[config.mk]
export PLATFORM = sky130hd
export DESIGN_NAME = dht11_sensor_tx
export DESIGN_NICKNAME = d
export VERILOG_FILES = /design/src/rtl/dht11_pkg.sv /design/src/rtl/dht11_us_tick.sv /design/src/rtl/dht11_sensor_tx.sv
export SDC_FILE = /design/constraint.sdc
export NUM_CORES = 1
export LEC_CHECK = 0
export ABC_AREA = 1
export CAP_MARGIN = 15
export CORE_ASPECT_RATIO = 0.9
export CORE_MARGIN = 8
export CORE_UTILIZATION = 35
export CTS_BUF_LIST = sky130_fd_sc_hd__clkbuf_8 sky130_fd_sc_hd__clkbuf_16
export DETAILED_ROUTE_END_ITERATION = 8
export SLEW_MARGIN = 10
export SYNTH_ARGS = -nofsm -noshare
export SYNTH_HDL_FRONTEND = slang
export SYNTH_HIERARCHICAL = 1
export SYNTH_SLANG_ARGS = --single-unit
[constraint.sdc]
create_clock -name clk -period 3.2 [get_ports clk]
set_clock_uncertainty 0.2 [all_clocks]
set_input_delay 0.8 -clock clk [delete_from_list [all_inputs] [get_ports clk]]
set_output_delay 0.8 -clock clk [all_outputs]
set_load 0.01 [all_outputs]
[src/rtl/dht11_pkg.sv]
// Shared DHT11 definitions: FSM states, default timing, frame width and the checksum helper.
package dht11_pkg;

    localparam int FRAME_W = 40;
    localparam int US_W    = 15;

    localparam int DEF_CLK_PER_US   = 100;
    localparam int DEF_START_MIN_US = 18000;
    localparam int DEF_RESP_DLY_US  = 30;
    localparam int DEF_T_PRE_US     = 80;
    localparam int DEF_T_BITLO_US   = 50;
    localparam int DEF_T_BIT0_US    = 26;
    localparam int DEF_T_BIT1_US    = 70;

    typedef enum logic [2:0] {
        ST_IDLE     = 3'd0,
        ST_ARMED    = 3'd1,
        ST_WAIT_REL = 3'd2,
        ST_RESP_LO  = 3'd3,
        ST_RESP_HI  = 3'd4,
        ST_BIT_LO   = 3'd5,
        ST_BIT_HI   = 3'd6,
        ST_END_LO   = 3'd7
    } dht11_state_e;

    function automatic logic [7:0] dht11_checksum(input logic [7:0] a, input logic [7:0] b,
                                                  input logic [7:0] c, input logic [7:0] d);
        logic [9:0] sum;
        sum = {2'b00, a} + {2'b00, b} + {2'b00, c} + {2'b00, d};
        return sum[7:0];
    endfunction

endpackage

[src/rtl/dht11_us_tick.sv]
// Microsecond time base: clock prescaler plus a saturating microsecond counter, both cleared by srst.
module dht11_us_tick
    import dht11_pkg::*;
#(
    parameter int CLK_PER_US = DEF_CLK_PER_US
) (
    input  logic            clk,
    input  logic            rst_n,
    input  logic            srst,
    output logic [US_W-1:0] us_cnt
);
    localparam int              PW      = (CLK_PER_US > 1) ? $clog2(CLK_PER_US) : 1;
    localparam logic [PW-1:0]   PRE_MAX = PW'(CLK_PER_US - 1);
    localparam logic [PW-1:0]   PRE_ONE = PW'(1);
    localparam logic [US_W-1:0] US_MAX  = {US_W{1'b1}};
    localparam logic [US_W-1:0] US_ONE  = US_W'(1);

    logic [PW-1:0]   pre_cnt_r;
    logic [US_W-1:0] us_cnt_r;
    logic            tick_s;

    assign tick_s = (pre_cnt_r == PRE_MAX);
    assign us_cnt = us_cnt_r;

    // prescaler wraps once per microsecond
    always_ff @(posedge clk or negedge rst_n) begin
        if (!rst_n) begin
            pre_cnt_r <= {PW{1'b0}};
        end else if (srst || tick_s) begin
            pre_cnt_r <= {PW{1'b0}};
        end else begin
            pre_cnt_r <= pre_cnt_r + PRE_ONE;
        end
    end

    // microsecond counter holds at full scale instead of wrapping
    always_ff @(posedge clk or negedge rst_n) begin
        if (!rst_n) begin
            us_cnt_r <= {US_W{1'b0}};
        end else if (srst) begin
            us_cnt_r <= {US_W{1'b0}};
        end else if (tick_s && (us_cnt_r != US_MAX)) begin
            us_cnt_r <= us_cnt_r + US_ONE;
        end
    end

endmodule

[src/rtl/dht11_sensor_tx.sv]
// DHT11 sensor-side transmitter: answers a host start pulse with preamble and 40-bit frame.
// Define DHT11_TX_CONFLICT_DET_EN to abort a frame when the bus is pulled low in a released phase.
module dht11_sensor_tx
    import dht11_pkg::*;
#(
    parameter int CLK_PER_US   = DEF_CLK_PER_US,
    parameter int START_MIN_US = DEF_START_MIN_US,
    parameter int RESP_DLY_US  = DEF_RESP_DLY_US,
    parameter int T_PRE_US     = DEF_T_PRE_US,
    parameter int T_BITLO_US   = DEF_T_BITLO_US,
    parameter int T_BIT0_US    = DEF_T_BIT0_US,
    parameter int T_BIT1_US    = DEF_T_BIT1_US
) (
    input  logic       clk,
    input  logic       rst,
    input  logic       in_valid,
    output logic       in_ready,
    input  logic [7:0] hum_int,
    input  logic [7:0] hum_dec,
    input  logic [7:0] temp_int,
    input  logic [7:0] temp_dec,
    input  logic       dq_in,
    output logic       dq_oe,
    output logic       busy,
    output logic       frame_done,
    output logic       bus_err
);
    localparam logic [US_W-1:0] START_MIN_C = US_W'(START_MIN_US);
    localparam logic [US_W-1:0] RESP_DLY_C  = US_W'(RESP_DLY_US);
    localparam logic [US_W-1:0] T_PRE_C     = US_W'(T_PRE_US);
    localparam logic [US_W-1:0] T_BITLO_C   = US_W'(T_BITLO_US);
    localparam logic [US_W-1:0] T_BIT0_C    = US_W'(T_BIT0_US);
    localparam logic [US_W-1:0] T_BIT1_C    = US_W'(T_BIT1_US);

    dht11_state_e         state_r;
    logic                 dq_meta_r, dq_sync_r;
    logic                 restart_r, low_seen_r;
    logic [FRAME_W-1:0]   frame_r;
    logic [5:0]           bit_idx_r;
    logic                 dq_oe_r, in_ready_r, busy_r, frame_done_r, bus_err_r;
    logic [US_W-1:0]      us_cnt_s, dur_s;
    logic                 phase_done_s, accept_s, conflict_s;

    assign in_ready   = in_ready_r;
    assign dq_oe      = dq_oe_r;
    assign busy       = busy_r;
    assign frame_done = frame_done_r;
    assign bus_err    = bus_err_r;

    // restart_r is raised with every phase change; the timer is unreliable until it clears
    dht11_us_tick #(.CLK_PER_US(CLK_PER_US)) u_tick (
        .clk    (clk),
        .rst_n  (rst),
        .srst   (restart_r),
        .us_cnt (us_cnt_s)
    );

    assign phase_done_s = !restart_r && (us_cnt_s >= dur_s);
    assign accept_s     = in_valid && in_ready_r;

`ifdef DHT11_TX_CONFLICT_DET_EN
    localparam logic [US_W-1:0] GUARD_C = US_W'(2);
    assign conflict_s = ((state_r == ST_RESP_HI) || (state_r == ST_BIT_HI)) && !restart_r
                        && !dq_sync_r && (us_cnt_s >= GUARD_C);
`else
    assign conflict_s = 1'b0;
`endif

    // two-flop synchronizer on the bus level; idles high through the pull-up
    always_ff @(posedge clk or negedge rst) begin
        if (!rst) begin
            dq_meta_r <= 1'b1;
            dq_sync_r <= 1'b1;
        end else begin
            dq_meta_r <= dq_in;
            dq_sync_r <= dq_meta_r;
        end
    end

    // length of the current timed phase in microseconds
    always_comb begin
        dur_s = {US_W{1'b0}};
        case (state_r)
            ST_WAIT_REL:          dur_s = RESP_DLY_C;
            ST_RESP_LO, ST_RESP_HI: dur_s = T_PRE_C;
            ST_BIT_LO, ST_END_LO: dur_s = T_BITLO_C;
            ST_BIT_HI:            dur_s = frame_r[bit_idx_r] ? T_BIT1_C : T_BIT0_C;
            default:              dur_s = {US_W{1'b0}};
        endcase
    end

    // protocol FSM with registered bus drive and status outputs
    always_ff @(posedge clk or negedge rst) begin
        if (!rst) begin
            state_r      <= ST_IDLE;
            restart_r    <= 1'b1;
            low_seen_r   <= 1'b0;
            frame_r      <= {FRAME_W{1'b0}};
            bit_idx_r    <= 6'd0;
            dq_oe_r      <= 1'b0;
            in_ready_r   <= 1'b1;
            busy_r       <= 1'b0;
            frame_done_r <= 1'b0;
            bus_err_r    <= 1'b0;
        end else begin
            restart_r    <= 1'b0;
            frame_done_r <= 1'b0;
            bus_err_r    <= 1'b0;
            if (accept_s) begin
                frame_r <= {hum_int, hum_dec, temp_int, temp_dec,
                            dht11_checksum(hum_int, hum_dec, temp_int, temp_dec)};
            end
            case (state_r)
                ST_IDLE: begin
                    if (accept_s) begin
                        state_r    <= ST_ARMED;
                        restart_r  <= 1'b1;
                        low_seen_r <= 1'b0;
                    end
                end
                ST_ARMED: begin
                    // timer is held cleared while the bus is high, so it measures the host low
                    if (dq_sync_r) begin
                        restart_r  <= 1'b1;
                        low_seen_r <= 1'b0;
                        if (low_seen_r && !restart_r && (us_cnt_s >= START_MIN_C)) begin
                            state_r    <= ST_WAIT_REL;
                            busy_r     <= 1'b1;
                            in_ready_r <= 1'b0;
                        end
                    end else begin
                        low_seen_r <= 1'b1;
                    end
                end
                ST_WAIT_REL: begin
                    if (phase_done_s) begin
                        state_r   <= ST_RESP_LO;
                        dq_oe_r   <= 1'b1;
                        restart_r <= 1'b1;
                    end
                end
                ST_RESP_LO: begin
                    if (phase_done_s) begin
                        state_r   <= ST_RESP_HI;
                        dq_oe_r   <= 1'b0;
                        restart_r <= 1'b1;
                    end
                end
                ST_RESP_HI, ST_BIT_HI: begin
                    if (conflict_s) begin
                        state_r    <= ST_ARMED;
                        dq_oe_r    <= 1'b0;
                        busy_r     <= 1'b0;
                        in_ready_r <= 1'b1;
                        bus_err_r  <= 1'b1;
                        low_seen_r <= 1'b0;
                        restart_r  <= 1'b1;
                    end else if (phase_done_s) begin
                        dq_oe_r   <= 1'b1;
                        restart_r <= 1'b1;
                        if (state_r == ST_RESP_HI) begin
                            state_r   <= ST_BIT_LO;
                            bit_idx_r <= 6'd39;
                        end else if (bit_idx_r == 6'd0) begin
                            state_r <= ST_END_LO;
                        end else begin
                            state_r   <= ST_BIT_LO;
                            bit_idx_r <= bit_idx_r - 6'd1;
                        end
                    end
                end
                ST_BIT_LO: begin
                    if (phase_done_s) begin
                        state_r   <= ST_BIT_HI;
                        dq_oe_r   <= 1'b0;
                        restart_r <= 1'b1;
                    end
                end
                ST_END_LO: begin
                    if (phase_done_s) begin
                        state_r      <= ST_ARMED;
                        dq_oe_r      <= 1'b0;
                        busy_r       <= 1'b0;
                        in_ready_r   <= 1'b1;
                        frame_done_r <= 1'b1;
                        low_seen_r   <= 1'b0;
                        restart_r    <= 1'b1;
                    end
                end
                default: begin
                    state_r    <= ST_IDLE;
                    dq_oe_r    <= 1'b0;
                    busy_r     <= 1'b0;
                    in_ready_r <= 1'b1;
                end
            endcase
        end
    end

endmodule
**Run 1: clock routing**

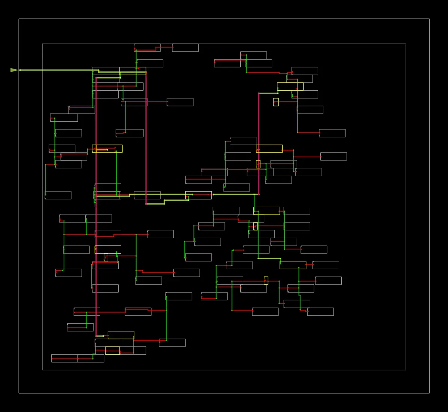
Flops: 79
Clock net power: 0.923 mW
Late-Pin Clk Latency: 0.34 ns

**Run 1: wires at chosen ports, followed through buffers**

Scale: 3 px per µm.
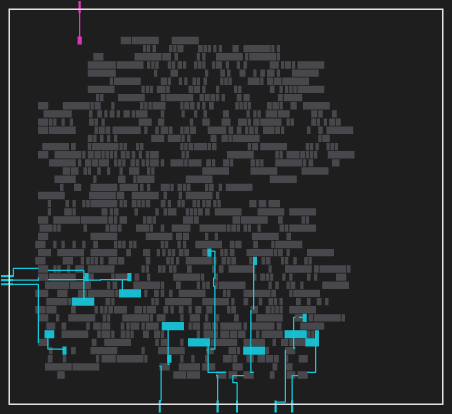
temp_dec: marked cyan, bits 8, direction input, end cells 16, buffers 11, wire 317 µm. bus_err: marked magenta, bits 1, direction output, end cells 1, buffers 0, wire 10.2 µm.
port bufs: 39
IO Pins: 41

**Run 1: gate-type map**

Scale: 2 px per µm.
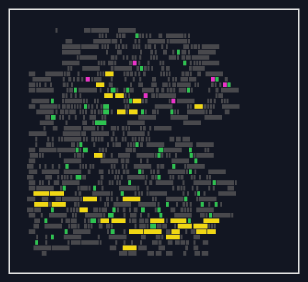
fa/ha/maj cells: marked yellow, cells 30, most used ha_1. and/or cells: marked magenta, cells 6, most used and3_1, where north. aoi and oai cells: marked green, cells 59, most used o21ai_0.

**Run 1: routed metal, one colour a layer**

Scale: 2 px per µm.
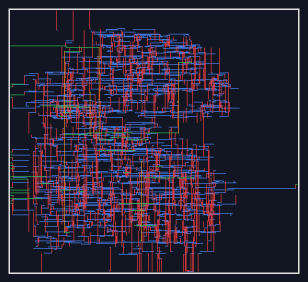
metal 4: marked orange, wire length 233 µm. metal 3: marked green, wire length 366 µm. metal 1: marked blue, wire length 5940 µm. metal 2: marked red, wire length 5210 µm.
GRT Overall Usage: 13.4%
final wirelength: 11800 µm
Vias: 4303
wire per inst: 12.5 µm

==> results.json, run 1 <==
{
  "status": "finished clean",
  "stdcell_area_um2": 6200,
  "fp_nets": 748,
  "grt_pass1_vias": 4180,
  "warnings": 27,
  "core_um2": 14600,
  "clk_pin_slew_worst_paths_ns": 0.06,
  "maxSlewViolCount": 0,
  "worst_slew_pin_slew_ns": 0.530,
  "yosys_warnings": 6,
  "max_freq_mhz": 320,
  "dr.max_layer_used": "met4",
  "clockPowerShare_pct": 40.2,
  "ir_drop_v": 0.000208,
  "tap_cells": 198,
  "comb_share_pct": 45.2,
  "layout.cells.most_common_list": "nand2_1 (236), inv_1 (77), dfrtp_1 (75)",
  "switchingPower_mw": 0.573,
  "worstSetupPathType": "input port to flip-flop",
  "drc": 0,
  "synth-seq-cells": 79,
  "timing_hold_violations_final": 0,
  "dp_slack_ns": -0.686,
  "cts_tree": "built",
  "cts_root_buf": "clkbuf_16",
  "p_sw_share_pct": 25.0,
  "top_cells_by_count": "nand2_1 (240), dfrtp_1 (75), inv_1 (73)",
  "rows": 42,
  "cp-start-kind": "input port",
  "maxPowerGroup": "registers",
  "logic_gate_count": 501,
  "cts_made_buffers": 9,
  "crit_required_ns": 3.22,
  "synth_area_um2": 5160,
  "die_h_um": 131,
  "top_area_share_pct": 36.4,
  "edf_count": 0,
  "met2_usage_pct": 19.3,
  "chipArea_um2": 18900,
  "overflow": 0,
  "n_clock_buffer": 10,
  "grt_pass1_wl_um": 20500,
  "dpl_cell_area_um2": 5840,
  "drt-initial-drc-count": 230,
  "p_comb_share_pct": 16.2,
  "seq_share_pct": 31.9,
  "fillCellCount": 1486,
  "via_per_inst": 4.57,
  "gr-usage-met1_pct": 19.0,
  "cp-end-kind": "flip-flop",
  "comb_area_um2": 2800,
  "synthArstFlopShare_pct": 100,
  "max_slew_margin_pct": 64.7,
  "ant_nets": 0,
  "syn_inst": 682,
  "drv_cap": 0,
  "wl_met2_um": 5210,
  "cts_buffer_depth": 2,
  "fin_ws_ns": 0.0729,
  "p_leak_nw": 3.16,
  "ff_type": "dfrtp_1",
  "cp_slowest_cell": "fa_1",
  "topCellsByArea": "dfrtp_1 (36%), nand2_1 (17%), fa_1 (5.4%)",
  "ff_latch_area_um2": 1980,
  "largest_class": "multi-input combinational cells",
  "ys_cells": 682,
  "area.growth.synth_to_final_pct": 20.2,
  "p_int_mw": 1.72
}
## run 1: final timing paths
path                       slack [ns]                startpoint                      end  depth (start not counted)
max                              0.07                hum_dec[2]   frame_r[6]$_DFFE_PN0P_                         12
min                              0.16       dq_meta_r$_DFF_PN1_      dq_sync_r$_DFF_PN1_                          0
max reg2reg                      0.31  bit_idx_r[0]$_DFFE_PN0P_   state_r[0]$_DFFE_PN0P_                         23
min reg2reg                      0.16       dq_meta_r$_DFF_PN1_      dq_sync_r$_DFF_PN1_                          0
max in group asynchronous        1.89                       rst      restart_r$_DFF_PN1_                          2
min in group asynchronous        0.23                       rst  frame_r[23]$_DFFE_PN0P_                          1
## run 1: registers in the layout, summed over array words and instances, names as in the netlist
signal	count
bit_idx_r	6
busy	1
dq_meta_r	1
dq_oe	1
dq_sync_r	1
frame_done	1
frame_r	40
in_ready	1
low_seen_r	1
restart_r	1
state_r	3
u_tick/pre_cnt_r	7
u_tick/us_cnt	15
## run 1: repair_timing
action	CTS	global route
gates cloned	0	0
setup buffers	2	0
endpoints found under the hold margin	0	0
setup endpoints to repair	4	15
pin swaps	10	13
resized	19	24
## run 1: logic make-up after synthesis
group                      after synthesis  synth area share, %
AOI/OAI and AO/OA                       60                 6.40
adders and majority gates               30                 9.31
xor gates and xnor gates                14                 2.38
and+or+nand+nor                        396                 34.5
DFF                                     79                 38.4
buffers and inverters                  102                 8.97
other                                    1               0.0727
## run 1: stage by stage
| stage | std cells | utilization (%) |
|---|---|---|
| 3_5_place_dp | 924 | 40.1 |
| 4_1_cts | 942 | 42.3 |
| 5_1_grt | 942 | 42.6 |
| 3_3_place_gp | 924 | 40.1 |
| 6_report | 942 | 42.6 |
| 2_1_floorplan | 682 | - |
==> run 1 -> run 2 <==
- CORE_UTILIZATION: 35 -> 30
**Run 2: routed metal, one colour a layer**

Scale: 2 px per µm.
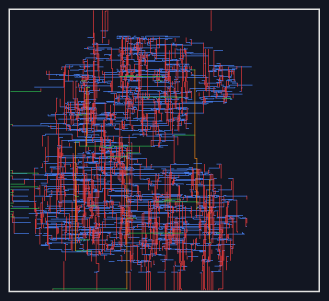
Vias: 4324
final wirelength: 11800 µm
wire per inst: 12.4 µm
GRT Overall Usage: 11.8%

==> results.json, run 2 <==
{
  "layout.cells.most_common_list": "nand2_1 (237), dfrtp_1 (75), inv_1 (74)",
  "drc": 0,
  "edf_count": 0,
  "cts_buffer_depth": 2,
  "dp_slack_ns": -0.658,
  "nNetsFinal": 806,
  "ys_cells": 682,
  "crit_required_ns": 3.24,
  "ant_nets": 0,
  "holdPathStages": 0,
  "warnings": 27,
  "wl_met2_um": 5430,
  "cp_num_buf_inv": 1,
  "largest_reg_flops": 40,
  "cts_root_buf": "clkbuf_16",
  "io_pins": 41,
  "fin_ws_ns": 0.101,
  "area.growth.synth_to_final_pct": 20.8,
  "clk_pin_slew_worst_paths_ns": 0.06,
  "cts_sinks": 79,
  "gr-usage-met1_pct": 15.8,
  "synth_area_um2": 5160,
  "synth-seq-cells": 79,
  "busiest_layer": "met2",
  "grt_pass1_vias": 4328,
  "cp-start-kind": "input port",
  "dpl_cell_area_um2": 5880,
  "syn_inst": 682,
  "met2_usage_pct": 18.4,
  "top_area_share_pct": 36.4,
  "dp_cells": 938,
  "cp_max_fo": 3,
  "wl_met3_um": 320,
  "finalNonFillerCells": 954,
  "topCellsByArea": "dfrtp_1 (36%), nand2_1 (17%), fa_1 (5.4%)",
  "grt_use_met3_pct": 1.78,
  "status": "finished clean",
  "worstSetupPathType": "input port to flip-flop",
  "synth_seq_share_pct": 38.4,
  "clk-power_mw": 0.946,
  "p_sw_share_pct": 24.9,
  "synthArstFlopShare_pct": 100,
  "cp_slowest_cell": "fa_1",
  "antenna_found_initial": 0,
  "grt_pass1_wl_um": 20900,
  "p_seq_mw": 1.00,
  "rows": 45,
  "initial_core_util_pct": 30.7,
  "stdcell_area_um2": 6240,
  "seqPwrFrac_pct": 43.3,
  "drv_cap": 0,
  "period_minus_slack_ns": 3.10,
  "yosys_warnings": 6,
  "cts_tree": "built",
  "top_register": "frame_r",
  "drt-initial-drc-count": 221,
  "cp-end-kind": "flip-flop",
  "maxPowerGroup": "registers",
  "max_slew_margin_pct": 66.5,
  "p_leak_nw": 3.15,
  "p_int_mw": 1.74,
  "fin_util_pct": 37.0,
  "overflow": 0,
  "via_per_inst": 4.53,
  "die_h_um": 140,
  "place_congestion": 0.833,
  "critical-path-max-stage-delay_ns": 0.59,
  "p_comb_share_pct": 15.8,
  "clkLatencyLatePin_ns": 0.34,
  "top_cells_by_count": "nand2_1 (240), dfrtp_1 (75), inv_1 (73)",
  "drt-pass1-iter-count": 4,
  "cts_made_buffers": 9,
  "grt_start_max_net_pins": 62,
  "layout_top_cell": "nand2_1",
  "core_um2": 16800,
  "path_delay_family": "adder cells",
  "fp_nets": 748,
  "dr.max_layer_used": "met4",
  "rr_worst_depth": 24,
  "top_cell": "nand2_1",
  "portBuffers": 39,
  "chipArea_um2": 21700,
  "worstSetupPathDepth": 10,
  "worst_slew_pin_slew_ns": 0.502,
  "ff_type": "dfrtp_1",
  "clockPowerShare_pct": 40.9,
  "switchingPower_mw": 0.576,
  "syn_area_per_cell_um2": 7.57,
  "timing_hold_violations_final": 0,
  "maxSlewViolCount": 0,
  "max_freq_mhz": 323,
  "ir_drop_v": 0.000233
}
==> run 2: cells by family after synthesis <==
family                     count (synthesis)  synth area share [%]
AOI/OAI and AO/OA                         60                  6.40
and+or+nand+nor                          396                  34.5
xor gates and xnor gates                  14                  2.38
other                                      1                0.0727
buffers and inverters                    102                  8.97
DFF                                       79                  38.4
adders and majority gates                 30                  9.31
==> run 2: worst register-to-register path, delay by kind of cell (launching register included) <==
family / cells / cell delay, ns
AND-OR/OR-AND: 1 / 0.12
AND/OR/NAND/NOR: 19 / 1.41
buffers and inverters: 3 / 0.32
flip-flops: 1 / 0.40
adder cells (fa/ha/maj): 1 / 0.31
==> run 2: what timing repair did <==
action | in CTS | in global routing
resized | 19 | 26
gates cloned | 0 | 0
setup endpoints to repair | 4 | 13
setup buffers | 1 | 1
pin swaps | 9 | 17
==> run 2: path summary, 6_finish.rpt <==
kind                                                from                 endpoint  slack [ns]
worst max-delay path                          hum_int[5]   frame_r[7]$_DFFE_PN0P_        0.10
worst min-delay path                 dq_meta_r$_DFF_PN1_      dq_sync_r$_DFF_PN1_        0.16
worst max register to register  bit_idx_r[0]$_DFFE_PN0P_   state_r[0]$_DFFE_PN0P_        0.32
worst min register to register       dq_meta_r$_DFF_PN1_      dq_sync_r$_DFF_PN1_        0.16
max in group asynchronous                            rst     in_ready$_DFFE_PN1P_        1.85
min in group asynchronous                            rst  frame_r[23]$_DFFE_PN0P_        0.21
==> run 2: layout make-up <==
class / count / area (µm²)
clock buffer: 11 / 253
timing repair buffer: 66 / 603
tap: 211 / 264
fill: 1747 / 10600
inverter: 83 / 324
sequential: 79 / 1980
multi-input combinational: 501 / 2800
clock inverter: 3 / 12.5
==> run 2 -> run 3 <==
- TNS_END_PERCENT: not set -> 20
**Run 3: where the registers sit**

Scale: 2 px per µm. Other sequential cells in the stronger grey, the rest of the logic in the fainter grey.
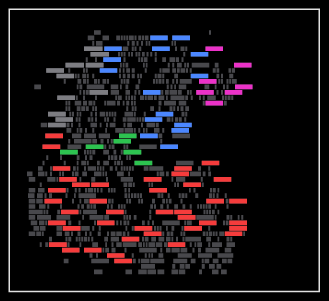
frame_r: marked red, flops 40. u_tick/pre_cnt_r: marked magenta, flops 7. bit_idx_r: marked green, flops 6. u_tick/us_cnt: marked blue, flops 15, where north.
Another 11 sequential cells are not coloured.
Seq power: 1.00 mW
flop share of the area: 31.8%
utilization after layout: 37.0%
Flop area: 1980 µm²

==> results.json, run 3 <==
{
  "post_drt_wl_per_cell_um": 12.4,
  "clkLatencyLatePin_ns": 0.34,
  "vias": 4322,
  "area.growth.synth_to_final_pct": 20.7,
  "die_h_um": 140,
  "ys_sh_simple_pct": 34.5,
  "layout_top_cell": "nand2_1",
  "status": "finished clean",
  "cts_root_buf": "clkbuf_16",
  "dp_cells": 938,
  "cts_sinks": 79,
  "grt_pass1_vias": 4328,
  "crit_required_ns": 3.24,
  "wl_um": 11800,
  "wl_met3_um": 297,
  "fin_ws_ns": 0.101,
  "top_cell": "nand2_1",
  "top_area_share_pct": 36.4,
  "cp-end-kind": "flip-flop",
  "cp-start-kind": "input port",
  "cp_max_fo": 3,
  "max_slew_margin_pct": 66.5,
  "ys_sh_xor_pct": 2.38,
  "ys_sh_mux_pct": 0,
  "rows": 45,
  "via_per_inst": 4.54,
  "ys_sh_adder_pct": 9.31,
  "period_minus_slack_ns": 3.10,
  "p_leak_nw": 3.15,
  "power_density_nw_per_um2": 372,
  "edf_count": 0,
  "topCombFamilyByArea": "simple AND/OR/NAND/NOR gates",
  "portBuffers": 39,
  "synth.distinct_cells": 45,
  "cts_buffer_depth": 2,
  "synth-seq-cells": 79,
  "worstSetupPathType": "input port to flip-flop",
  "ir_drop_v": 0.000233,
  "synth_seq_share_pct": 38.4,
  "ant_nets": 0,
  "syn_inst": 682,
  "ff_type": "dfrtp_1",
  "gr-usage-met1_pct": 15.8,
  "yosys_warnings": 6,
  "top_cells_by_count": "nand2_1 (240), dfrtp_1 (75), inv_1 (73)",
  "core_um2": 16800,
  "top_register": "frame_r",
  "overflow": 0,
  "chipArea_um2": 21700,
  "drt-initial-drc-count": 229,
  "layout.cells.most_common_list": "nand2_1 (237), dfrtp_1 (75), inv_1 (74)",
  "nNetsFinal": 805,
  "largest_reg_flops": 40,
  "met2_usage_pct": 18.4,
  "dpl_cell_area_um2": 5880,
  "timing_hold_violations_final": 0,
  "topCellsByArea": "dfrtp_1 (36%), nand2_1 (17%), fa_1 (5.4%)",
  "synth_area_um2": 5160,
  "stdcell_area_um2": 6230,
  "drc": 0,
  "busiest_layer": "met2",
  "warnings": 27,
  "cts_made_buffers": 9,
  "io_pins": 41,
  "syn_area_per_cell_um2": 7.57,
  "hold_class": "flip-flop to flip-flop",
  "grt_start_max_net_pins": 62,
  "max_freq_mhz": 323,
  "worst_slew_pin_slew_ns": 0.502,
  "finalNonFillerCells": 953,
  "place_congestion": 0.833,
  "drv_cap": 0,
  "grt_pass1_wl_um": 20900,
  "cts_tree": "built",
  "track_usage_pct": 11.8,
  "aoi_share_pct": 6.40,
  "wl_met2_um": 5440,
  "initial_core_util_pct": 30.7,
  "antenna_found_initial": 0,
  "fp_nets": 748,
  "maxSlewViolCount": 0
}
## run 3: power by group
group          switching, mW  leakage [nW]  total [mW]  internal [mW]
clock network          0.394         0.140       0.946          0.552
registers           0.000382         0.945        1.00           1.00
logic                  0.181          2.06       0.366          0.184
## run 3: what timing repair did
action,in CTS,in global routing
resized,19,26
cloned,0,0
buffers inserted,1,0
setup endpoints to repair,4,13
pin swaps,9,17
## run 3: final cells by class
| cell class | instances | area, µm² |
|---|---|---|
| timing repair buffer | 65 | 596 |
| multi-input combinational | 501 | 2800 |
| sequential | 79 | 1980 |
| clock buffer | 11 | 253 |
| clock inverter | 3 | 12.5 |
| inverter | 83 | 324 |
| tap | 211 | 264 |
| fill | 1748 | 10600 |
## run 3: kinds of logic after synthesis
logic type               Yosys count
flip-flops                        79
AND/OR/NAND/NOR                  396
XOR/XNOR                          14
buffers and inverters            102
adder cells (fa/ha/maj)           30
other                              1
AND-OR/OR-AND                     60
## run 3: worst paths after layout
kind | start | to | depth (start not counted)
min in group asynchronous | rst | frame_r[23]$_DFFE_PN0P_ | 1
hold / removal | dq_meta_r$_DFF_PN1_ | dq_sync_r$_DFF_PN1_ | 0
setup / recovery | hum_int[5] | frame_r[7]$_DFFE_PN0P_ | 10
max in group asynchronous | rst | in_ready$_DFFE_PN1P_ | 2
setup reg to reg | bit_idx_r[0]$_DFFE_PN0P_ | state_r[0]$_DFFE_PN0P_ | 24
hold reg to reg | dq_meta_r$_DFF_PN1_ | dq_sync_r$_DFF_PN1_ | 0
## run 3: worst max-delay path, cell delays in order
cell and delay, ns:
clkdlybuf4s50_1 0.47, fa_1 0.59, fa_1 0.44, ha_1 0.36, nand2_2 0.10, nand2_2 0.06
a21oi_2 0.13, nand2_1 0.07, nand3_1 0.08, nand2_1 0.05
Power is estimated from default activity; no workload was simulated.
